--- config.mk ---
export PLATFORM = sky130hd
export DESIGN_NAME = mem_port_arbiter_flat
export DESIGN_NICKNAME = d
export VERILOG_FILES = /design/src/rtl/mem_port_arbiter_pkg.sv /design/src/rtl/mem_port_arbiter_if.sv /design/src/rtl/mem_port_arbiter_lat_counter.sv /design/src/rtl/mem_port_arbiter.sv /design/src/flat_wrapper.sv
export SDC_FILE = /design/constraint.sdc
export NUM_CORES = 1
export LEC_CHECK = 0
export CAP_MARGIN = 15
export CORE_ASPECT_RATIO = 0.75
export CORE_UTILIZATION = 42
export CTS_BUF_LIST = sky130_fd_sc_hd__clkbuf_2 sky130_fd_sc_hd__clkbuf_4 sky130_fd_sc_hd__clkbuf_8
export CTS_CLUSTER_DIAMETER = 120
export DETAILED_ROUTE_END_ITERATION = 7
export PLACE_DENSITY = 0.88
export SLEW_MARGIN = 5
export SYNTH_ARGS = -nofsm -noshare
export SYNTH_HDL_FRONTEND = slang
export SYNTH_HIERARCHICAL = 1
export SYNTH_SLANG_ARGS = --single-unit
--- constraint.sdc ---
create_clock -name clk -period 2.2 [get_ports clk]
set_input_delay 0.22 -clock clk [delete_from_list [all_inputs] [get_ports clk]]
set_output_delay 0.22 -clock clk [all_outputs]
set_load 0.02 [all_outputs]
--- src/rtl/mem_port_arbiter_pkg.sv ---
// Shared types and constants for the IF/MEM single-port memory arbiter.
// Holds the arbiter state encoding and the MEM-stage control field layout.
package mem_pkg;

  typedef enum logic [1:0] {
    IDLE     = 2'd0,
    BUSY_IF  = 2'd1,
    BUSY_MEM = 2'd2
  } arb_state_e;

  // Bit positions inside the 2-bit MEM-stage control field
  localparam int MEM_CTRL_EN = 1;
  localparam int MEM_CTRL_WR = 0;

  localparam logic [1:0] MEM_CTRL_RD    = 2'b10;
  localparam logic [1:0] MEM_CTRL_WR_OP = 2'b11;

  // Wide enough for the largest legal MEM_LAT of 15
  localparam int CNT_W = 4;

  function automatic logic mem_ctrl_is_req(input logic [1:0] ctrl);
    return ctrl[MEM_CTRL_EN];
  endfunction

endpackage

--- src/rtl/mem_port_arbiter_if.sv ---
// Bus bundle between the pipeline (IF/MEM requesters plus RAM) and the arbiter.
// The arbiter uses the slave view; the surrounding pipeline/RAM uses the master view.
interface mem_port_arbiter_if #(
  parameter int ADDR_W = 32,
  parameter int DATA_W = 32
);
  logic              if_req;
  logic [ADDR_W-1:0] if_addr;
  logic [DATA_W-1:0] if_rdata;
  logic              if_ack;

  logic [1:0]        mem_ctrl;
  logic [ADDR_W-1:0] mem_addr;
  logic [DATA_W-1:0] mem_wdata;
  logic [DATA_W-1:0] mem_rdata;
  logic              mem_ack;

  logic              ram_en;
  logic              ram_we;
  logic [ADDR_W-1:0] ram_addr;
  logic [DATA_W-1:0] ram_wdata;
  logic [DATA_W-1:0] ram_rdata;

  logic              stall_if;
  logic              stall_mem;

  modport slave (
    input  if_req, if_addr, mem_ctrl, mem_addr, mem_wdata, ram_rdata,
    output if_rdata, if_ack, mem_rdata, mem_ack,
    output ram_en, ram_we, ram_addr, ram_wdata,
    output stall_if, stall_mem
  );

  modport master (
    output if_req, if_addr, mem_ctrl, mem_addr, mem_wdata, ram_rdata,
    input  if_rdata, if_ack, mem_rdata, mem_ack,
    input  ram_en, ram_we, ram_addr, ram_wdata,
    input  stall_if, stall_mem
  );

endinterface

--- src/rtl/mem_port_arbiter_lat_counter.sv ---
// Clear/enable cycle counter that flags the last cycle of a RAM access.
// Clear has priority over enable so a completing access restarts from zero.
module lat_counter
  import mem_pkg::*;
#(
  parameter int MEM_LAT = 2
) (
  input  logic clk,
  input  logic rst,
  input  logic clr,
  input  logic en,
  output logic tc
);

  logic [CNT_W-1:0] cnt_q;
  logic [CNT_W-1:0] cnt_d;

  always_comb begin
    cnt_d = cnt_q;
    if (clr) begin
      cnt_d = '0;
    end else if (en) begin
      cnt_d = cnt_q + CNT_W'(1);
    end
  end

  always_ff @(posedge clk) begin
    if (rst) begin
      cnt_q <= '0;
    end else begin
      cnt_q <= cnt_d;
    end
  end

  assign tc = (cnt_q == CNT_W'(MEM_LAT - 1));

endmodule

--- src/rtl/mem_port_arbiter.sv ---
// Shares one single-port RAM between instruction fetch and the MEM stage,
// holding each access for MEM_LAT cycles and alternating grants under contention.
module mem_port_arbiter
  import mem_pkg::*;
#(
  parameter int ADDR_W  = 32,
  parameter int DATA_W  = 32,
  parameter int MEM_LAT = 2
) (
  input logic              clk,
  input logic              rst,
  mem_port_arbiter_if.slave bus
);

  arb_state_e        state_q,     state_d;
  logic              last_mem_q,  last_mem_d;
  logic              ram_en_q,    ram_en_d;
  logic              ram_we_q,    ram_we_d;
  logic [ADDR_W-1:0] ram_addr_q,  ram_addr_d;
  logic [DATA_W-1:0] ram_wdata_q, ram_wdata_d;
  logic [DATA_W-1:0] if_rdata_q,  if_rdata_d;
  logic [DATA_W-1:0] mem_rdata_q, mem_rdata_d;
  logic              if_ack_q,    if_ack_d;
  logic              mem_ack_q,   mem_ack_d;

  logic if_elig;
  logic mem_elig;
  logic grant_if;
  logic grant_mem;
  logic busy;
  logic cnt_clr;
  logic cnt_tc;

  // A requester being acked this cycle must not be re-granted on the same request
  assign if_elig   = bus.if_req && !if_ack_q;
  assign mem_elig  = mem_ctrl_is_req(bus.mem_ctrl) && !mem_ack_q;
  assign grant_mem = mem_elig && (!if_elig || !last_mem_q);
  assign grant_if  = if_elig && (!mem_elig || last_mem_q);

  assign busy    = (state_q == BUSY_IF) || (state_q == BUSY_MEM);
  assign cnt_clr = busy && cnt_tc;

  lat_counter #(
    .MEM_LAT (MEM_LAT)
  ) u_lat_counter (
    .clk (clk),
    .rst (rst),
    .clr (cnt_clr),
    .en  (busy),
    .tc  (cnt_tc)
  );

  always_comb begin
    state_d     = state_q;
    last_mem_d  = last_mem_q;
    ram_en_d    = ram_en_q;
    ram_we_d    = ram_we_q;
    ram_addr_d  = ram_addr_q;
    ram_wdata_d = ram_wdata_q;
    if_rdata_d  = if_rdata_q;
    mem_rdata_d = mem_rdata_q;
    if_ack_d    = 1'b0;
    mem_ack_d   = 1'b0;

    case (state_q)
      IDLE: begin
        if (grant_mem) begin
          state_d     = BUSY_MEM;
          last_mem_d  = 1'b1;
          ram_en_d    = 1'b1;
          ram_we_d    = bus.mem_ctrl[MEM_CTRL_WR];
          ram_addr_d  = bus.mem_addr;
          ram_wdata_d = bus.mem_wdata;
        end else if (grant_if) begin
          state_d     = BUSY_IF;
          last_mem_d  = 1'b0;
          ram_en_d    = 1'b1;
          ram_we_d    = 1'b0;
          ram_addr_d  = bus.if_addr;
          ram_wdata_d = '0;
        end
      end

      BUSY_IF: begin
        if (cnt_tc) begin
          state_d    = IDLE;
          ram_en_d   = 1'b0;
          ram_we_d   = 1'b0;
          if_rdata_d = bus.ram_rdata;
          if_ack_d   = 1'b1;
        end
      end

      BUSY_MEM: begin
        if (cnt_tc) begin
          state_d   = IDLE;
          ram_en_d  = 1'b0;
          ram_we_d  = 1'b0;
          mem_ack_d = 1'b1;
          if (!ram_we_q) begin
            mem_rdata_d = bus.ram_rdata;
          end
        end
      end

      default: begin
        state_d  = IDLE;
        ram_en_d = 1'b0;
        ram_we_d = 1'b0;
      end
    endcase
  end

  always_ff @(posedge clk) begin
    if (rst) begin
      state_q     <= IDLE;
      last_mem_q  <= 1'b0;
      ram_en_q    <= 1'b0;
      ram_we_q    <= 1'b0;
      ram_addr_q  <= '0;
      ram_wdata_q <= '0;
      if_rdata_q  <= '0;
      mem_rdata_q <= '0;
      if_ack_q    <= 1'b0;
      mem_ack_q   <= 1'b0;
    end else begin
      state_q     <= state_d;
      last_mem_q  <= last_mem_d;
      ram_en_q    <= ram_en_d;
      ram_we_q    <= ram_we_d;
      ram_addr_q  <= ram_addr_d;
      ram_wdata_q <= ram_wdata_d;
      if_rdata_q  <= if_rdata_d;
      mem_rdata_q <= mem_rdata_d;
      if_ack_q    <= if_ack_d;
      mem_ack_q   <= mem_ack_d;
    end
  end

  assign bus.ram_en    = ram_en_q;
  assign bus.ram_we    = ram_we_q;
  assign bus.ram_addr  = ram_addr_q;
  assign bus.ram_wdata = ram_wdata_q;
  assign bus.if_rdata  = if_rdata_q;
  assign bus.mem_rdata = mem_rdata_q;
  assign bus.if_ack    = if_ack_q;
  assign bus.mem_ack   = mem_ack_q;

  // Stalls are combinational so the hazard unit sees a new request immediately
  assign bus.stall_if  = bus.if_req && !if_ack_q;
  assign bus.stall_mem = mem_ctrl_is_req(bus.mem_ctrl) && !mem_ack_q;

endmodule

--- src/flat_wrapper.sv ---
// flat-port wrapper written by rule: the top's interface ports become plain ports
module mem_port_arbiter_flat import mem_pkg::*;
#(
  parameter int ADDR_W  = 32,
  parameter int DATA_W  = 32,
  parameter int MEM_LAT = 2
)
  (clk, rst, bus_if_req, bus_if_addr, bus_mem_ctrl, bus_mem_addr, bus_mem_wdata, bus_ram_rdata, bus_if_rdata, bus_if_ack, bus_mem_rdata, bus_mem_ack, bus_ram_en, bus_ram_we, bus_ram_addr, bus_ram_wdata, bus_stall_if, bus_stall_mem);
  mem_port_arbiter_if #(.ADDR_W(ADDR_W), .DATA_W(DATA_W)) bus_i ();
  input logic clk;
  input logic rst;
  input wire logic [$bits(bus_i.if_req)-1:0] bus_if_req;
  input wire logic [$bits(bus_i.if_addr)-1:0] bus_if_addr;
  input wire logic [$bits(bus_i.mem_ctrl)-1:0] bus_mem_ctrl;
  input wire logic [$bits(bus_i.mem_addr)-1:0] bus_mem_addr;
  input wire logic [$bits(bus_i.mem_wdata)-1:0] bus_mem_wdata;
  input wire logic [$bits(bus_i.ram_rdata)-1:0] bus_ram_rdata;
  output wire logic [$bits(bus_i.if_rdata)-1:0] bus_if_rdata;
  output wire logic [$bits(bus_i.if_ack)-1:0] bus_if_ack;
  output wire logic [$bits(bus_i.mem_rdata)-1:0] bus_mem_rdata;
  output wire logic [$bits(bus_i.mem_ack)-1:0] bus_mem_ack;
  output wire logic [$bits(bus_i.ram_en)-1:0] bus_ram_en;
  output wire logic [$bits(bus_i.ram_we)-1:0] bus_ram_we;
  output wire logic [$bits(bus_i.ram_addr)-1:0] bus_ram_addr;
  output wire logic [$bits(bus_i.ram_wdata)-1:0] bus_ram_wdata;
  output wire logic [$bits(bus_i.stall_if)-1:0] bus_stall_if;
  output wire logic [$bits(bus_i.stall_mem)-1:0] bus_stall_mem;
  assign bus_i.if_req = bus_if_req;
  assign bus_i.if_addr = bus_if_addr;
  assign bus_i.mem_ctrl = bus_mem_ctrl;
  assign bus_i.mem_addr = bus_mem_addr;
  assign bus_i.mem_wdata = bus_mem_wdata;
  assign bus_i.ram_rdata = bus_ram_rdata;
  assign bus_if_rdata = bus_i.if_rdata;
  assign bus_if_ack = bus_i.if_ack;
  assign bus_mem_rdata = bus_i.mem_rdata;
  assign bus_mem_ack = bus_i.mem_ack;
  assign bus_ram_en = bus_i.ram_en;
  assign bus_ram_we = bus_i.ram_we;
  assign bus_ram_addr = bus_i.ram_addr;
  assign bus_ram_wdata = bus_i.ram_wdata;
  assign bus_stall_if = bus_i.stall_if;
  assign bus_stall_mem = bus_i.stall_mem;
  mem_port_arbiter #(.ADDR_W(ADDR_W), .DATA_W(DATA_W), .MEM_LAT(MEM_LAT)) u_core (.clk(clk), .rst(rst), .bus(bus_i));
endmodule
==> results_slide.txt, run 1 <==
Physical Implementation Snapshot

Layout
  – Logic area: 0.00238 mm^2
  – Ant diodes: 0
  – ClkCell Share: 0.0512
  – Registers: 139
  – Comb_multi_in: 431
  – Combinational share of cell area: 0.276
  – Logic inverters: 6
  – Final #Nets: 1011
  – Most frequent cells in the layout: clkdlybuf4s50_1 (265), nand2_1 (164), dfxtp_1 (139)
  – Most frequent logic cell in the layout: clkdlybuf4s50_1
  – Buffers, non-clock: 278
  – Fin cells: 1052
  – Biggest Area Class: non-clock buffers
  – Buffering overhead: 0.324
  – Syn-to-layout area delta: 57.9%
  – Filler Cell Count: 1005
  – Layout cells sized above 1: 0.116

Final timing
  – Hold Vio Cnt, Final: 0
  – Hold WS: 0.258 ns
  – Slew HR: 0.570
  – Final WS setup: 0.238 ns
  – Tmin final: 1.96 ns
  – Fin Clk Skew: 0.0143 ns
  – RSZ-0062 raised after global routing: no
  – # setup viols final: 0

Worst setup path
  – Setup crit end: bus_stall_if
  – Flop-to-flop setup slack: 0.28 ns
  – Startpoint Class: flop
  – Setup crit start: u_core/bus.if_ack
  – Arr. time, crit path: 1.74 ns
  – Reg-to-Reg Start: u_core/u_lat_counter/cnt_q[0]
  – CP required: 1.98 ns

Global routing
  – Vias in the first global route: 5186
  – Grt total ovfl: 0
  – Global-route wire length before repair: 25.7 mm
  – Gr usage total: 0.243

Clock tree
  – Clock transition at path regs: 0.08 ns
  – Cts repair resizes: 0
  – Post-CTS Setup Inserts: 0
  – Clock sink total: 139
  – Root cell of the clock tree: clkbuf_8

Placement
  – Dpl ws: 0.288 ns
  – Port Buffer Count: 266
  – Dpl hpwl: 11.4 mm
  – Placed cells: 1020
  – Gpl congestion: 0.857
  – Placed inst area: 0.00819 mm^2

Synth
  – Top-area cell share: 0.509
  – Syn Nets: 764
  – Ys cells: 626
  – Largest area contributor in the netlist: dfxtp_1
  – Synthesis Warnings: 6
  – Synth area leaders: dfxtp_1 (51%), nand2_1 (11%), a21oi_1 (7.2%)
  – Post-synth area from yosys stat: 0.00547 mm^2

Die
  – Fp util: 0.438
  – Die Size: 0.0135 mm^2
  – Die width: 134 um
  – IO Pins: 267
  – Die span in y: 101 um
  – Tapcell Cnt: 166

Route
  – Vias: 5280
  – WL met2: 8.04 mm
  – Pre-antenna DRT Iters: 5
  – Met1 WL: 6.87 mm
  – WL final: 16.4 mm
  – Final ANT Viol Nets: 0
  – DR iter-0 viols: 265
  – DR top layer: met4
  – Drt wl/cell: 15.6 um
  – DRC Markers: 0

Min path
  – Hold path cells: 2
  – Hold Path Sink: u_core/bus.ram_we
  – Worst hold path class: in -> reg
  – Hold path startpoint: rst

Pwr
  – Max rail drop VDD: 0.536 mV
  – Leak Pwr: 3.07 nW
  – Power density over the cells: 914 mW/mm^2

Job
  – Max Cap Violations: 0
  – Log Warnings: 29

Status
  – Status: finished clean
==> run 1: worst max-delay path, stage by stage, from the launching register on <==
cell             delay, ns
dfxtp_1               0.38
nor2b_4               0.28
clkdlybuf4s50_1       0.66
==> run 1: synthesized netlist by cell type <==
master / number
a21bo_2: 1
nand2_1: 164
nor2b_4: 1
mux2_1: 1
ha_1: 5
dfxtp_1: 139
nor2_1: 72
a32oi_1: 1
a21oi_4: 1
o21ai_2: 1
inv_1: 5
a221oi_1: 1
nor3_1: 1
buf_6: 8
nand3b_1: 2
a211oi_2: 29
buf_1: 3
and2_1: 2
nand2b_4: 1
o21a_2: 1
o2111ai_1: 1
inv_2: 1
nand4_1: 1
nand2b_1: 1
xnor2_1: 1
a21oi_2: 20
and3_1: 1
or2_2: 1
a22oi_1: 33
buf_2: 19
or2_1: 1
buf_8: 2
o31ai_1: 1
clkbuf_1: 18
o21ai_0: 1
a21oi_1: 79
nor3b_1: 2
a211oi_1: 4
==> run 1: logic make-up after synthesis <==
logic type,after synthesis,synth area share
XOR/XNOR,1,0.00160
multiplexers,1,0.00206
buffers and inverters,56,0.0579
adder cells (fa/ha/maj),5,0.0114
AND-OR/OR-AND,174,0.237
flip-flops,139,0.509
AND/OR/NAND/NOR,250,0.181
==> run 1: power by group <==
group,internal [mW],total [mW],switching (mW)
registers,2.83,3.01,0.184
logic,1.20,2.61,1.41
clock network,1.22,2.27,1.05
==> run 1: state kept, by name, indices dropped and copies added (netlist names), 2 cells and up <==
name                        cells
u_core/state_q                  2
u_core/bus.if_rdata            32
u_core/u_lat_counter/cnt_q      4
u_core/bus.mem_rdata           32
u_core/bus.ram_addr            32
u_core/bus.ram_wdata           32
==> run 1: layer usage <==
metal	track usage	vias up
met5	0	-
met4	0.0734	0
met3	0.0855	17
met2	0.420	193
met1	0.283	2469
li1	-	2601
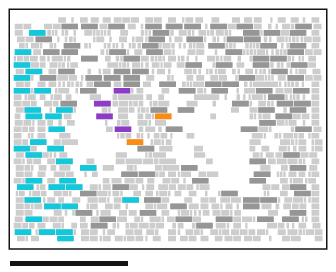
Run 1: sequential cells colored by netlist name
The bar under the picture is 50 um long. Other sequential cells in the stronger gray, the rest of the logic in the fainter gray.
- `u_core/bus.ram_wdata`: cyan (sequential cells 32; where a vertical strip on the left)
- `u_core/state_q`: orange (sequential cells 2)
- `u_core/u_lat_counter/cnt_q`: purple (sequential cells 4)

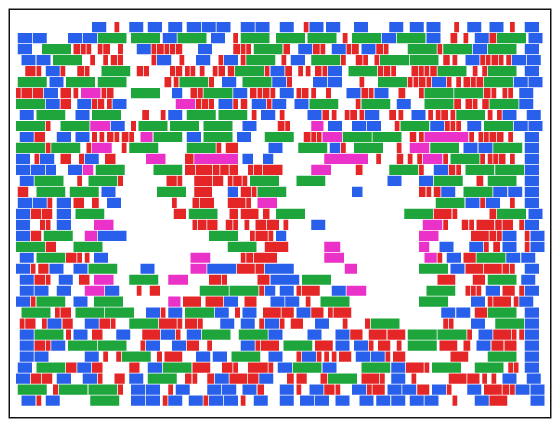
Run 1: cell classes on the final placement
- remaining buffers and delay cells: blue (cells 278)
- remaining logic cells: red (cells 437)
- clock drivers and dummy loads: magenta (cells 32)
- registers: green (cells 139)
core area: 0.0125 mm^2
flop share of the area: 0.322
final cell utilization of the core: 0.692
final instance area: 0.00863 mm^2
cell row count: 35

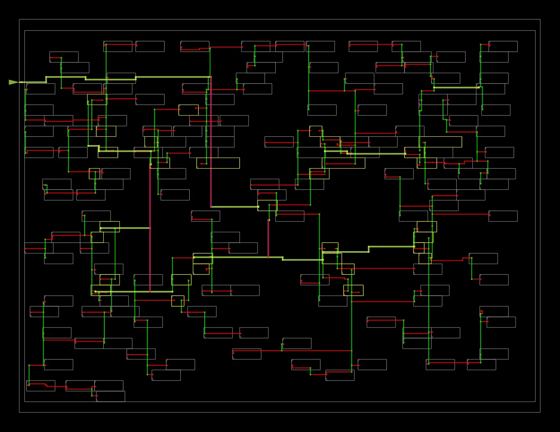
Run 1: clock routing
worst-skew pair later-pin latency: 0.43 ns
clkbuf count: 19
TritonCTS buffer count: 17

==> run 1 -> run 2 <==
--- a/config.mk
+++ b/config.mk
@@ -5,7 +5,7 @@
 export SDC_FILE = /design/constraint.sdc
 export NUM_CORES = 1
 export LEC_CHECK = 0
-export CAP_MARGIN = 15
+export CAP_MARGIN = 20
 export CORE_ASPECT_RATIO = 0.75
 export CORE_UTILIZATION = 42
 export CTS_BUF_LIST = sky130_fd_sc_hd__clkbuf_2 sky130_fd_sc_hd__clkbuf_4 sky130_fd_sc_hd__clkbuf_8
==> run 2 against run 1 <==
  * Synthesized cell count stayed put
  * Combinational power about the same
  * Largest power group unchanged
  * Sequential share of layout area is the same
  * Clock-buffer cell count stayed put
  * Via count did not move
  * Routed wire length unchanged
  * Area after synthesis stayed put
  * Sequential cell count unchanged
  * Total power unchanged
  * Sequential power is essentially flat
  * Final cell count unchanged
==> results_slide.txt, run 2 <==
Physical Implementation Snapshot

Synth
  – Dominant flop cell: dfxtp_1
  – Top-area cell share: 0.509
  – Largest area contributor in the netlist: dfxtp_1
  – Seq/Total Area, Yosys: 0.509
  – Synth area leaders: dfxtp_1 (51%), nand2_1 (11%), a21oi_1 (7.2%)
  – Syn Nets: 764
  – Flip-flops with a built-in enable: 0
  – Synthesis Warnings: 6
  – Top-count cell post-synth: nand2_1
  – Async set or reset register ratio after synthesis: 0
  – Ys cells: 626
  – Post-synth area from yosys stat: 0.00547 mm^2
  – Top cells by count: nand2_1 (164), dfxtp_1 (139), a21oi_1 (79), nor2_1 (72), a22oi_1 (33)

Final timing
  – Tmin final: 1.96 ns
  – # setup viols final: 0
  – RSZ-0062 raised after global routing: no
  – Slew HR: 0.570
  – Hold Vio Cnt, Final: 0
  – Max-slew violation count: 0

Clock tree
  – Clock buffer depth: 2
  – Cts repair resizes: 0
  – Worst-skew pair later-pin latency: 0.43 ns
  – Post-CTS Setup Inserts: 0
  – Clock transition at path regs: 0.08 ns
  – Clock sink total: 139
  – Root cell of the clock tree: clkbuf_8
  – TritonCTS buffer count: 17

Pwr
  – Max rail drop VDD: 0.536 mV
  – Register share of total power: 0.382
  – Psw: 2.65 mW
  – Leak Pwr: 3.07 nW
  – Clock network power share: 0.288
  – Top power group: registers
  – P_seq: 3.01 mW
  – Int Pwr: 5.24 mW
  – Power density over the cells: 914 mW/mm^2
  – Net Sw Frac: 0.336
  – Logic power comb: 2.61 mW
  – Combinational share of power: 0.330

Layout
  – Syn-to-layout area delta: 57.9%
  – Biggest Area Class: non-clock buffers
  – Final #Nets: 1011
  – Final cell utilization of the core: 0.692
  – Flop share of the area: 0.322
  – Combinational share of cell area: 0.276
  – Logic inverters: 6
  – Buffers, non-clock: 278
  – Ant diodes: 0
  – Logic area: 0.00238 mm^2
  – Most frequent logic cell in the layout: clkdlybuf4s50_1
  – Buffering overhead: 0.324
  – Layout cells sized above 1: 0.116
  – Comb_multi_in: 431
  – ClkCell Share: 0.0512
  – Clkbuf count: 19
  – Filler Cell Count: 1005
  – Most frequent cells in the layout: clkdlybuf4s50_1 (265), nand2_1 (164), dfxtp_1 (139)

Job
  – Max Cap Violations: 0
  – Log Warnings: 29

Worst setup path
  – CP required: 1.98 ns
  – Arr. time, crit path: 1.74 ns
  – Startpoint Class: flop

Route
  – Vias: 5280
  – Drt wl/cell: 15.6 um
  – Pre-antenna DRT Iters: 5
  – DR iter-0 viols: 265
  – Final ANT Viol Nets: 0
  – DRC Markers: 0
  – WL final: 16.4 mm

Min path
  – Worst hold path class: in -> reg

Placement
  – Gpl congestion: 0.857
  – Dpl hpwl: 11.4 mm
  – Port Buffer Count: 266

Global routing
  – Global-route wire length before repair: 25.7 mm
  – Vias in the first global route: 5186
  – Gr usage total: 0.243
  – Grt total ovfl: 0

Die
  – Cell row count: 35
  – Die span in y: 101 um
  – Die Size: 0.0135 mm^2
  – Core area: 0.0125 mm^2
  – IO Pins: 267
  – Tapcell Cnt: 166
  – Fp util: 0.438
  – Die width: 134 um

Status
  – Status: finished clean
-- run 2: metrics by stage --
step           area (um^2)  instances  setup slack [ns]  hold WS [ns]
2_1_floorplan         5470        626             0.450         0.356
3_3_place_gp          8190       1020             0.347         0.441
3_5_place_dp          8190       1020             0.288         0.446
4_1_cts               8630       1052             0.209         0.226
5_1_grt               8630       1052             0.153         0.244
6_report              8630       1052             0.238         0.258
-- run 2: final timing paths --
path	from	endpoint	slack, ns	cells after the start
setup / recovery	u_core/bus.if_ack	bus_stall_if	0.24	2
hold / removal	rst	u_core/bus.ram_we	0.26	2
setup reg to reg	u_core/u_lat_counter/cnt_q[0]	u_core/bus.mem_rdata[21]	0.28	6
hold reg to reg	u_core/bus.mem_rdata[28]	u_core/bus.mem_rdata[28]	0.45	2
-- run 2: cells by family (layout without fill, tap and decap cells) --
family | count (synthesis) | after routing | synth area share
xor gates and xnor gates | 1 | 1 | 0.00160
DFF | 139 | 139 | 0.509
adders and majority gates | 5 | 5 | 0.0114
muxes | 1 | 1 | 0.00206
buffers and inverters | 56 | 316 | 0.0579
and+or+nand+nor | 250 | 250 | 0.181
AOI/OAI and AO/OA | 174 | 174 | 0.237
-- run 2: critical path: stages (launching register included) --
cell and delay, ns:
dfxtp_1 0.38, nor2b_4 0.28, clkdlybuf4s50_1 0.66
-- run 2: per-layer routing --
metal  vias to the layer above  wire [um]  share of wire  GRT usage
met4                         0        238          0.014     0.0734
li1                       2601          -              -          -
met2                       193       8040           0.49      0.420
met3                        17       1280          0.078     0.0855
met5                         -          0              0          0
met1                      2469       6870           0.42      0.283
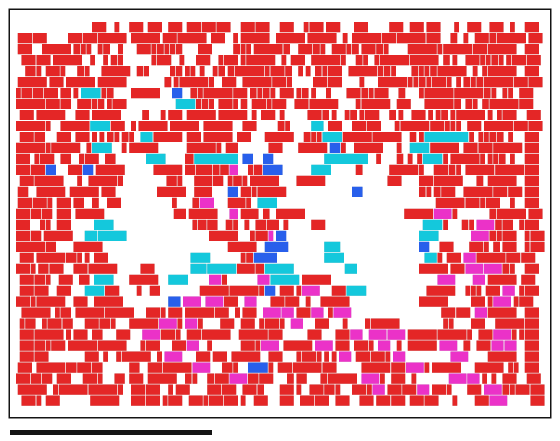
Run 2: cells by drive strength
The bar under the picture is 50 um long.
- x1 and smaller: red (cells 783)
- x3 and x4: blue (cells 16)
- x6 and larger: cyan (cells 33)
- x2: magenta (cells 54)

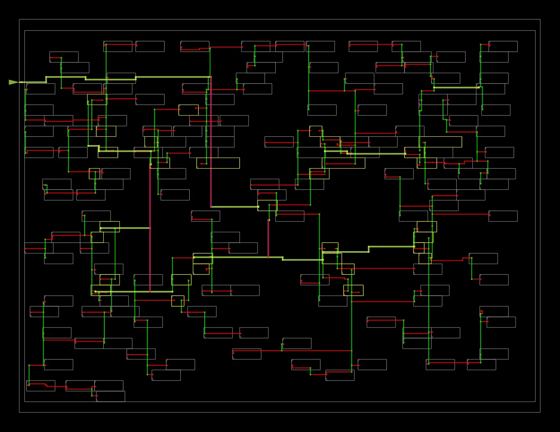
Run 2: clock routing
registers: 139
clock network power: 2.27 mW
Fin Clk Skew: 0.0143 ns

==> run 2 -> run 3 <==
--- a/config.mk
+++ b/config.mk
@@ -5,6 +5,7 @@
 export SDC_FILE = /design/constraint.sdc
 export NUM_CORES = 1
 export LEC_CHECK = 0
+export ABC_CLOCK_PERIOD_IN_PS = 2200
 export CAP_MARGIN = 20
 export CORE_ASPECT_RATIO = 0.75
 export CORE_UTILIZATION = 42
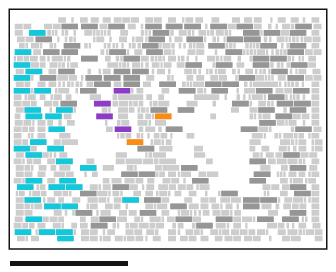
Run 3: sequential cells colored by netlist name
The bar under the picture is 50 um long. Other sequential cells in the stronger gray, the rest of the logic in the fainter gray.
- `u_core/state_q`: orange (sequential cells 2)
- `u_core/bus.ram_wdata`: cyan (sequential cells 32; where a vertical strip on the left)
- `u_core/u_lat_counter/cnt_q`: purple (sequential cells 4)
P_seq: 3.01 mW
sequential cell area: 0.00278 mm^2

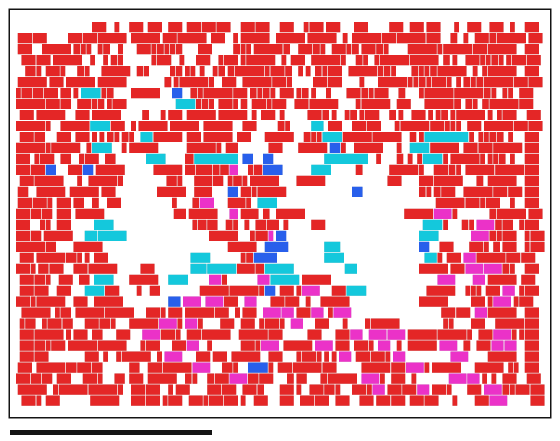
Run 3: cells by drive strength
The bar under the picture is 50 um long.
- x2: magenta (cells 54)
- x6 and larger: cyan (cells 33)
- x3 and x4: blue (cells 16)
- x1 and smaller: red (cells 783)
Buffers, non-clock: 278
Syn-to-layout area delta: 57.9%
Final WS setup: 0.238 ns

==> run 3 against run 2 <==
  * Maximum frequency stayed put
  * Critical path type unchanged
  * Largest cell class unchanged
  * Final cell count stayed put
  * Total power stayed put
  * Clock-buffer cell count stayed put
  * Highest routed layer unchanged
  * Synthesized cell count stayed put
  * Utilization stayed put
==> results_slide.txt, run 3 <==
Physical Implementation Snapshot

Status
  – Status: finished clean

Final timing
  – Hold WS: 0.258 ns
  – Tmin final: 1.96 ns
  – Slew HR: 0.570
  – RSZ-0062 raised after global routing: no
  – # setup viols final: 0
  – Max-slew violation count: 0
  – Hold Vio Cnt, Final: 0

Synth
  – Synth area leaders: dfxtp_1 (51%), nand2_1 (11%), a21oi_1 (7.2%)
  – FF+latch count, synth: 139
  – Ys cells: 626
  – Yosys simple share: 0.181
  – Top-count cell post-synth: nand2_1
  – Multiplexer share: 0.00206
  – Cell count after synthesis: 626
  – Yosys xor share: 0.00160
  – Post-synth area from yosys stat: 0.00547 mm^2
  – Dominant flop cell: dfxtp_1
  – Seq/Total Area, Yosys: 0.509
  – Async set or reset register ratio after synthesis: 0
  – Top non-seq family: AND-OR/OR-AND gates
  – Top-area cell share: 0.509
  – Largest area contributor in the netlist: dfxtp_1
  – Flip-flops with a built-in enable: 0
  – Adder share: 0.0114
  – Syn Nets: 764
  – Synth Area in Compound Gates: 0.237

Route
  – Drt wl/cell: 15.6 um
  – WL final: 16.4 mm
  – DR iter-0 viols: 265
  – Vias: 5280
  – Pre-antenna DRT Iters: 5
  – Final ANT Viol Nets: 0
  – DRC Markers: 0

Placement
  – Port Buffer Count: 266
  – Placed cells: 1020
  – Placed inst area: 0.00819 mm^2
  – Dpl hpwl: 11.4 mm
  – Dpl ws: 0.288 ns

Worst setup path
  – CP peak stage delay: 0.66 ns
  – Arr. time, crit path: 1.74 ns
  – CP required: 1.98 ns
  – Startpoint Class: flop
  – Crit-path cells: nor2b_4 > clkdlybuf4s50_1
  – CP delay by family, top: buffers and inverters
  – CP bufs+invs: 1

Clock tree
  – Root cell of the clock tree: clkbuf_8
  – Clock transition at path regs: 0.08 ns
  – Clock sink total: 139
  – Clock buffer depth: 2
  – TritonCTS buffer count: 17
  – Post-CTS Setup Inserts: 0
  – Worst-skew pair later-pin latency: 0.43 ns
  – Cts repair resizes: 0

Layout
  – Fin cells: 1052
  – Most frequent cells in the layout: clkdlybuf4s50_1 (265), nand2_1 (164), dfxtp_1 (139)
  – Most frequent logic cell in the layout: clkdlybuf4s50_1
  – Ant diodes: 0
  – Final instance area: 0.00863 mm^2
  – Layout cells sized above 1: 0.116
  – Final cell utilization of the core: 0.692
  – Final #Nets: 1011

Die
  – Fp util: 0.438
  – Cell row count: 35
  – Core area: 0.0125 mm^2
  – Die span in y: 101 um
  – Die Size: 0.0135 mm^2

Pwr
  – Power density over the cells: 914 mW/mm^2
  – Leak Pwr: 3.07 nW
  – Max rail drop VDD: 0.536 mV

Global routing
  – Global-route wire length before repair: 25.7 mm
  – Grt total ovfl: 0
  – Vias in the first global route: 5186
  – Gr usage total: 0.243

Min path
  – Worst hold path class: in -> reg

Job
  – Log Warnings: 29
  – Max Cap Violations: 0
run 3: cell counts after synthesis:
No cell type changed its count.
run 3: cells by family (layout without fill, tap and decap cells):
logic type      count (synthesis)  in the layout
simple gates                  250            250
compound gates                174            174
flops                         139            139
buf+inv                        56            316
fa+ha+maj                       5              5
xor+xnor                        1              1
mux                             1              1
run 3: final timing paths:
path / startpoint / endpoint / slack, ns / depth (start not counted)
min reg2reg: u_core/bus.mem_rdata[28] / u_core/bus.mem_rdata[28] / 0.45 / 2
min: rst / u_core/bus.ram_we / 0.26 / 2
max: u_core/bus.if_ack / bus_stall_if / 0.24 / 2
max reg2reg: u_core/u_lat_counter/cnt_q[0] / u_core/bus.mem_rdata[21] / 0.28 / 6
run 3: power by group:
group	total (mW)	switching [mW]	internal [mW]
Combinational	2.61	1.41	1.20
Clock	2.27	1.05	1.22
Sequential	3.01	0.184	2.83
Total	7.89	2.65	5.24
run 3: area by class of cell:
type	count	area, um^2
fill	1005	3850
timing repair buffer	278	2800
sequential	139	2780
multi-input combinational	431	2380
clock buffer	19	262
tap	166	208
clock inverter	13	180
inverter	6	22.5
run 3: worst reg2reg max path: cells and delay by family (launching register included):
kind                     cells  cell delay, ns
AND/OR/NAND/NOR              4            1.14
flip-flops                   1            0.40
adder cells (fa/ha/maj)      1            0.16
AND-OR/OR-AND                1            0.08
run 3: per-layer routing:
layer | track usage | vias to the layer above | routed length [um]
li1 | - | 2601 | -
met1 | 0.283 | 2469 | 6870
met2 | 0.420 | 193 | 8040
met3 | 0.0855 | 17 | 1280
met4 | 0.0734 | 0 | 238
met5 | 0 | - | 0
Power figures rest on the tool's default switching activity, not on a simulated workload.
